`src/rtl/regfile_writeback_queue_if.sv`:
```
// Handshake and register-file strobe bundle between the result producers,
// the write-back queue and the register array.
interface regfile_writeback_queue_if #(
    parameter int DATA_W = 8,
    parameter int NREGS  = 8
);
    localparam int DEST_W = $clog2(NREGS);

    logic              mem_valid;
    logic              mem_ready;
    logic [DEST_W-1:0] mem_dest;
    logic [DATA_W-1:0] mem_data;
    logic              alu_valid;
    logic              alu_ready;
    logic [DEST_W-1:0] alu_dest;
    logic [DATA_W-1:0] alu_data;
    logic              wb_hold;
    logic [NREGS-1:0]  write_enable;
    logic [DATA_W-1:0] data_in;
    logic [NREGS-1:0]  pending;

    modport master (
        output mem_valid, mem_dest, mem_data,
        output alu_valid, alu_dest, alu_data,
        output wb_hold,
        input  mem_ready, alu_ready,
        input  write_enable, data_in, pending
    );

    modport slave (
        input  mem_valid, mem_dest, mem_data,
        input  alu_valid, alu_dest, alu_data,
        input  wb_hold,
        output mem_ready, alu_ready,
        output write_enable, data_in, pending
    );
endinterface

```
`src/rtl/regfile_writeback_queue.sv`:
```
// In-order write-back FIFO merging memory and ALU results (memory has priority),
// draining one registered one-hot register write per cycle with a hazard mask.
module regfile_writeback_queue #(
    parameter int DEPTH  = 4,
    parameter int DATA_W = 8,
    parameter int NREGS  = 8
) (
    input  logic clk,
    input  logic rst,
    regfile_writeback_queue_if.slave wb
);
    localparam int AW     = $clog2(DEPTH);
    localparam int DEST_W = $clog2(NREGS);

    logic [DEST_W-1:0] dest_mem [DEPTH];
    logic [DATA_W-1:0] data_mem [DEPTH];

    logic [AW-1:0]     rd_ptr_reg;
    logic [AW-1:0]     wr_ptr_reg;
    logic [AW:0]       count_reg;
    logic [NREGS-1:0]  write_enable_reg;
    logic [DATA_W-1:0] data_in_reg;

    logic              deq;
    logic              space;
    logic              enq_mem;
    logic              enq_alu;
    logic              enq;
    logic [DEST_W-1:0] enq_dest;
    logic [DATA_W-1:0] enq_data;
    logic [AW:0]       count_next;
    logic [NREGS-1:0]  head_onehot;
    logic [NREGS-1:0]  slot_mask [DEPTH];
    logic [NREGS-1:0]  queued_mask;

    // A full queue can still accept when its head leaves on the same edge.
    assign deq   = (count_reg != '0) && !wb.wb_hold;
    assign space = (count_reg < (AW+1)'(DEPTH)) || ((count_reg == (AW+1)'(DEPTH)) && deq);

    assign wb.mem_ready = rst && space;
    assign wb.alu_ready = rst && space && !wb.mem_valid;

    assign enq_mem  = wb.mem_valid && wb.mem_ready;
    assign enq_alu  = wb.alu_valid && wb.alu_ready;
    assign enq      = enq_mem || enq_alu;
    assign enq_dest = enq_mem ? wb.mem_dest : wb.alu_dest;
    assign enq_data = enq_mem ? wb.mem_data : wb.alu_data;

    assign count_next  = count_reg + {{AW{1'b0}}, enq} - {{AW{1'b0}}, deq};
    assign head_onehot = (NREGS'(1) << dest_mem[rd_ptr_reg]) & ~NREGS'(1);

    // Storage needs no reset: count_reg alone decides which slots are live.
    always_ff @(posedge clk) begin
        if (enq) begin
            dest_mem[wr_ptr_reg] <= enq_dest;
            data_mem[wr_ptr_reg] <= enq_data;
        end
    end

    always_ff @(posedge clk or negedge rst) begin
        if (!rst) begin
            rd_ptr_reg       <= '0;
            wr_ptr_reg       <= '0;
            count_reg        <= '0;
            write_enable_reg <= '0;
            data_in_reg      <= '0;
        end else begin
            count_reg <= count_next;
            if (enq) begin
                wr_ptr_reg <= wr_ptr_reg + AW'(1);
            end
            if (deq) begin
                rd_ptr_reg       <= rd_ptr_reg + AW'(1);
                write_enable_reg <= head_onehot;
                data_in_reg      <= data_mem[rd_ptr_reg];
            end else begin
                write_enable_reg <= '0;
            end
        end
    end

    // A slot is live when its distance from the head is below the occupancy.
    generate
        for (genvar gi = 0; gi < DEPTH; gi++) begin : g_slot
            logic [AW-1:0] offset;
            assign offset        = AW'(gi) - rd_ptr_reg;
            assign slot_mask[gi] = ({1'b0, offset} < count_reg) ? (NREGS'(1) << dest_mem[gi]) : '0;
        end
    endgenerate

    always_comb begin
        queued_mask = '0;
        for (int i = 0; i < DEPTH; i++) begin
            queued_mask = queued_mask | slot_mask[i];
        end
    end

    assign wb.pending      = (queued_mask | write_enable_reg) & ~NREGS'(1);
    assign wb.write_enable = write_enable_reg;
    assign wb.data_in      = data_in_reg;
endmodule
```
`src/flat_wrapper.sv`:
```
// flat-port wrapper written by rule: the top's interface ports become plain ports
module regfile_writeback_queue_flat 
#(
    parameter int DEPTH  = 4,
    parameter int DATA_W = 8,
    parameter int NREGS  = 8
)
  (clk, rst, wb_mem_valid, wb_mem_dest, wb_mem_data, wb_alu_valid, wb_alu_dest, wb_alu_data, wb_wb_hold, wb_mem_ready, wb_alu_ready, wb_write_enable, wb_data_in, wb_pending);
  regfile_writeback_queue_if #(.DATA_W(DATA_W), .NREGS(NREGS)) wb_i ();
  input  logic clk;
  input  logic rst;
  input wire logic [$bits(wb_i.mem_valid)-1:0] wb_mem_valid;
  input wire logic [$bits(wb_i.mem_dest)-1:0] wb_mem_dest;
  input wire logic [$bits(wb_i.mem_data)-1:0] wb_mem_data;
  input wire logic [$bits(wb_i.alu_valid)-1:0] wb_alu_valid;
  input wire logic [$bits(wb_i.alu_dest)-1:0] wb_alu_dest;
  input wire logic [$bits(wb_i.alu_data)-1:0] wb_alu_data;
  input wire logic [$bits(wb_i.wb_hold)-1:0] wb_wb_hold;
  output wire logic [$bits(wb_i.mem_ready)-1:0] wb_mem_ready;
  output wire logic [$bits(wb_i.alu_ready)-1:0] wb_alu_ready;
  output wire logic [$bits(wb_i.write_enable)-1:0] wb_write_enable;
  output wire logic [$bits(wb_i.data_in)-1:0] wb_data_in;
  output wire logic [$bits(wb_i.pending)-1:0] wb_pending;
  assign wb_i.mem_valid = wb_mem_valid;
  assign wb_i.mem_dest = wb_mem_dest;
  assign wb_i.mem_data = wb_mem_data;
  assign wb_i.alu_valid = wb_alu_valid;
  assign wb_i.alu_dest = wb_alu_dest;
  assign wb_i.alu_data = wb_alu_data;
  assign wb_i.wb_hold = wb_wb_hold;
  assign wb_mem_ready = wb_i.mem_ready;
  assign wb_alu_ready = wb_i.alu_ready;
  assign wb_write_enable = wb_i.write_enable;
  assign wb_data_in = wb_i.data_in;
  assign wb_pending = wb_i.pending;
  regfile_writeback_queue #(.DEPTH(DEPTH), .DATA_W(DATA_W), .NREGS(NREGS)) u_core (.clk(clk), .rst(rst), .wb(wb_i));
endmodule
```
`config.mk`:
```
export PLATFORM = sky130hd
export DESIGN_NAME = regfile_writeback_queue_flat
export DESIGN_NICKNAME = d
export VERILOG_FILES = /design/src/rtl/regfile_writeback_queue_if.sv /design/src/rtl/regfile_writeback_queue.sv /design/src/flat_wrapper.sv
export SDC_FILE = /design/constraint.sdc
export NUM_CORES = 1
export LEC_CHECK = 0
export CAP_MARGIN = 20
export CORE_MARGIN = 5
export CORE_UTILIZATION = 53
export DETAILED_ROUTE_END_ITERATION = 8
export PLACE_DENSITY = 0.88
export SYNTH_ARGS = -nofsm -noshare
export SYNTH_HDL_FRONTEND = slang
export SYNTH_SLANG_ARGS = --single-unit
```
`constraint.sdc`:
```
create_clock -name clk -period 2.8 [get_ports clk]
set_input_delay 0.28 -clock clk [delete_from_list [all_inputs] [get_ports clk]]
set_output_delay 0.28 -clock clk [all_outputs]
set_load 0.1 [all_outputs]
```
==> Changelog: implementation <==
### Changed

- Run status: complete, no violations
- Cell Type Count: 48
- Clock Skew: 0.0118 ns
- Dominant comb cell: multiplexers
- Buf/Inv on CP: 2
- Yosys top cell by area: edfxtp_1
- Hold Vio Cnt, Final: 0
- Post_cts resized: 2
- Stages on worst setup path: 8
- Num CTS Buffers: 9
- Synth-to-layout area growth: 29.8%
- Clk latency late pin: 0.33 ns
- Maxcap violations: 0
- Simple-gate share of the synthesized area: 9.55%
- Largest register FFs: 32
- Yosys Instances: 217
- Global-route wire length before repair: 10.9 mm
- CP peak stage delay: 0.49 ns
- Yosys Warn Count: 0
- GR Util met1: 21.5%
- FF+latch area: 0.00187 sq mm
- Worst setup path start: u_core.rd_ptr_reg[1]$_DFFE_PN0P_
- DRC viols: 0
- Met3 usage: 3.69%
- Fillers: 368
- NonClk Buf Share: 16.2%
- Vias per cell: 5.70
- Logic share of the area: 30.0%
- # diodes: 0
- Flop share of the area: 45.5%
- OpenROAD warnings: 32
- Worst R2R End: u_core.data_mem[1][1]$_DFFE_PP_
- Root Buffer: clkbuf_8
- Die Height: 87.3 um
- Cells after DPL: 348
- Placement Setup Slack: 0.269 ns
- Worst-path cell chain: xor2_1, inv_1, ha_1, and2b_2, a211oi_4, a22o_1, or4_4, buf_12
- Dpl hpwl: 5.18 mm
- CP Max Fanout: 4
- Final WS setup: 0.0552 ns
- Commonest cells after routing, fill and taps aside: 44 x edfxtp_1, 30 x buf_4, 26 x clkdlybuf4s50_1
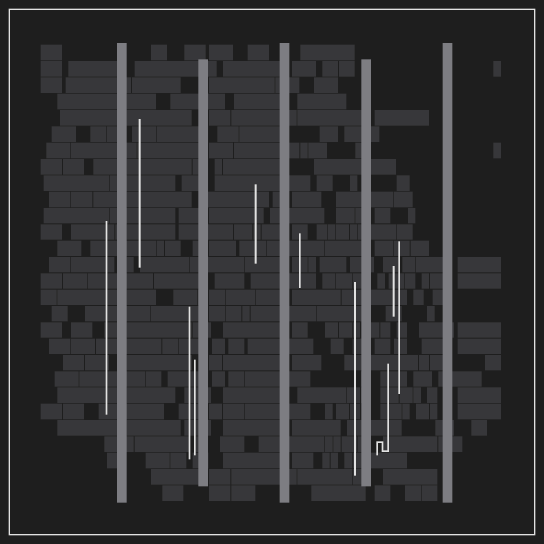
(images/met4.png)
Scale: 6 px per um. Supply wires on this layer in gray. Cells faint in the background.
nets with wire on the layer: 9
main direction: vertical
share of all routed wire: 3.0%
longest straight run: 32.0 um
WL final: 6.77 mm
DR vias: 2086

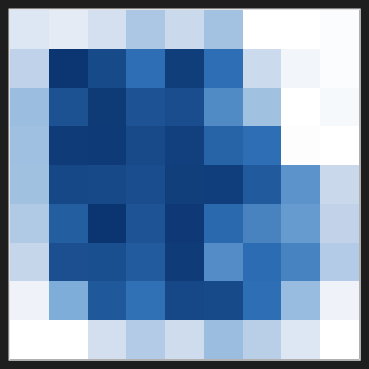
(images/density.png)
Scale: 4 px per um. 9 x 9 tiles, from white (low) to dark blue (high), 0 to 100% covered.
tiles over 75% full: 40%
nearly empty tiles: 11%
fullest tile: 98%
mean over tiles: 53%
emptiest ninth of the die: north-east

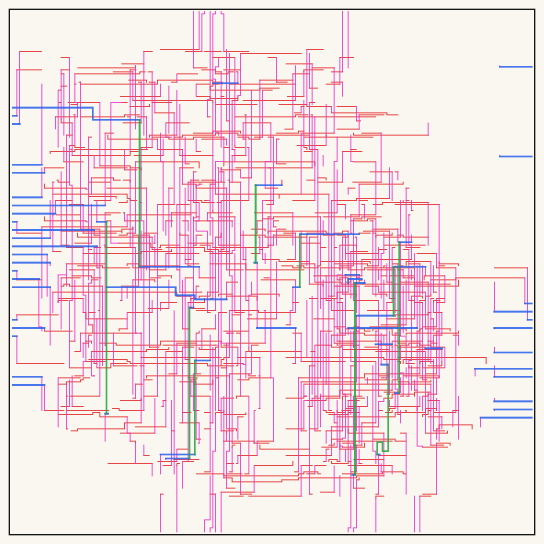
(images/metal_stack.png)
Scale: 6 px per um.
[met3] blue | wire length: 317 um
[met1] red | wire length: 2590 um
[met2] magenta | wire length: 3660 um
[met4] green | wire length: 204 um

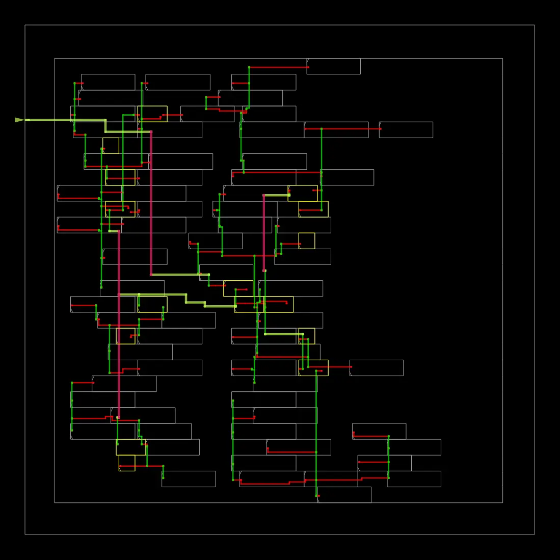
(images/final_clocks.png)
CLK BUF: 11

